==> config.mk <==
export PLATFORM = sky130hd
export DESIGN_NAME = pin_entry_collector
export DESIGN_NICKNAME = d
export VERILOG_FILES = /design/src/rtl/pin_entry_collector.sv
export SDC_FILE = /design/constraint.sdc
export NUM_CORES = 1
export LEC_CHECK = 0
export ABC_AREA = 1
export CAP_MARGIN = 20
export CORE_MARGIN = 3
export CORE_UTILIZATION = 40
export CTS_CLUSTER_DIAMETER = 80
export DETAILED_ROUTE_END_ITERATION = 8
export SYNTH_ARGS = -nofsm -noshare
export SYNTH_HDL_FRONTEND = slang
export SYNTH_SLANG_ARGS = --single-unit
==> constraint.sdc <==
create_clock -name clk -period 5.1 [get_ports clk]
set_clock_uncertainty 0.2 [all_clocks]
set_input_delay 0.51 -clock clk [delete_from_list [all_inputs] [get_ports clk]]
set_output_delay 0.51 -clock clk [all_outputs]
set_load 0.1 [all_outputs]
### I/O pins on the die edge

(6 px per µm) Pins as bars across the die edge, other pins in grey.
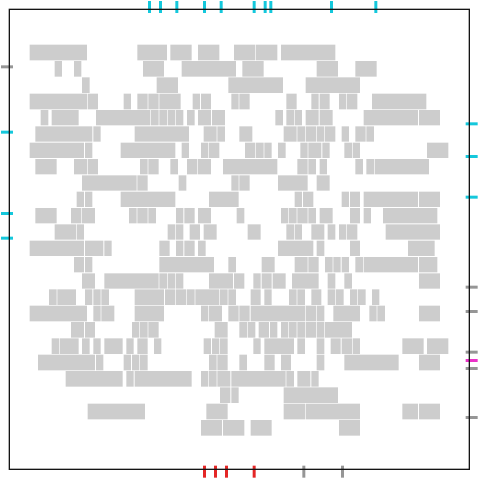
port	colour	pins	direction	edge
pin_bcd	cyan	16	output	10 top, 3 left, 3 right
key_valid	magenta	1	input	right
key_code	red	4	input	bottom
all pins by edge	10 top, 9 right, 6 bottom, 4 left
Die H: 76.44 µm
Buffers on Ports: 28
Die Wd: 76.44 µm

### Cell sizes after repair

(6 px per µm)
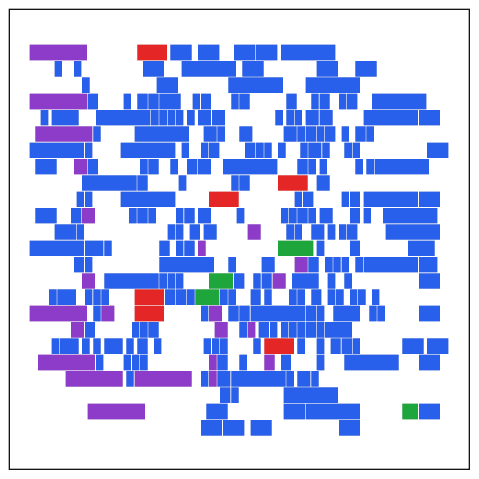
size	colour	cells	share
_0 and _1 cells	blue	259	89%
_6 and larger	red	6	2.1%
_3 and _4 cells	green	4	1.4%
_2 cells	purple	23	7.9%
Final Instance Area: 2380 µm²
Layout area overhead: 19.92%

### Wires at chosen ports, followed through buffers

(4 px per µm)
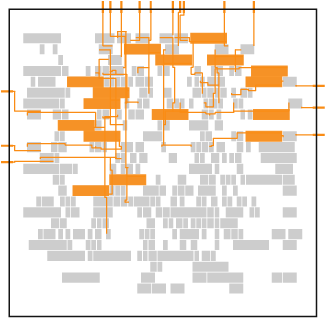
port	colour	bits	direction	end cells	buffers	wire
pin_bcd	orange	16	output	16	16	662 µm
Boundary Pins: 29

### Metal layers overlaid

(6 px per µm) Two of the layers only.
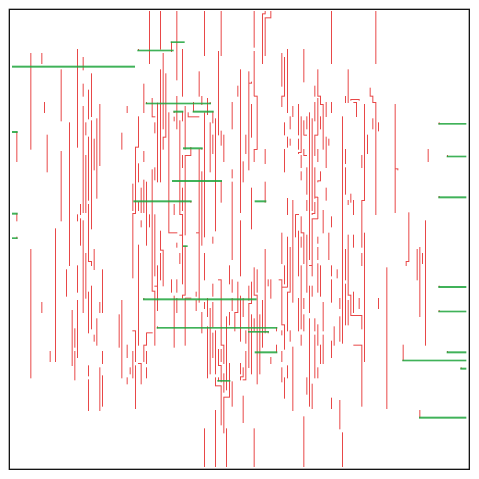
layer	colour	wire length
metal 3	green	157 µm
metal 2	red	2100 µm
routed wire length: 4.526 mm
via count: 1769
DR WL/cell: 12.68 µm
overall routing resource usage: 16.65%

==> deck_impl_summary.md <==
Run Summary

Run status
  – Outcome: complete, no violations

Clock tree
  – H-Tree Level Count: 2
  – CTS resizes: 0
  – CTS max path bufs: 2

Power and ir drop
  – Leak Pwr: 1.128 nW

Floorplan
  – Die footprint: 5842 µm²

Logic synthesis
  – Leading post-synthesis cells by cell area: dfrtp_1 (33%), nand2_1 (16%), dfstp_2 (11%), nand3_1 (6.8%), nand4_1 (5.0%)
  – Cell variety after synth: 27
  – EDFF count, synth: 0
  – Commonest flop: dfrtp_1
  – Dominant kind of combinational cell: simple AND/OR/NAND/NOR gates
  – Synthesized area: 1984 µm²

Routing
  – DR pass1 iterations: 4
  – DR top layer: met4
  – M1 WL: 2.167 mm

Setup path
  – Crit path buf inv count: 2
  – Cells along the critical path: clkdlybuf4s50_1, nand2_2, nor2_4, nand2_1, a21oi_4, nand2_2, inv_2, nand2_1, nand2_1
  – Number of cells on the critical path: 9

Layout
  – # diodes: 0
  – Top Layout Cells: nand2_1 (85), clkdlybuf4s50_1 (28), nand3_1 (27)

Timing
  – Setup TNS: 0 ps
  – Measured slew at the worst slew-check pin: 973.5 ps
  – Max Clk Rate: 371.8 MHz
  – Setup violations, final: 0
  – Final min period: 2690 ps

Hold path
  – Hold path depth: 1

Global routing
  – Vias in the first global route: 1687
report_power, final:
part	total, W	switching (W)	internal (W)	leakage [nW]
Clock	0.000206	0.0000970	0.000109	0.0482
Combinational	0.000267	0.000199	0.0000679	0.650
Sequential	0.000309	0.0000181	0.000291	0.430
Total	0.000782	0.000314	0.000468	1.13
cell type report:
| type | instances | area, µm² | area share, % |
|---|---|---|---|
| Clock buffer | 7 | 86.33 | 3.628 |
| Inverter | 21 | 78.83 | 3.312 |
| Tap cell | 65 | 81.33 | 3.417 |
| Sequential cell | 34 | 860.8 | 36.17 |
| Multi-Input combinational cell | 200 | 979.7 | 41.17 |
| Clock inverter | 1 | 5.005 | 0.2103 |
| Timing Repair Buffer | 29 | 287.8 | 12.09 |
Power and IR drop assume default switching activity.
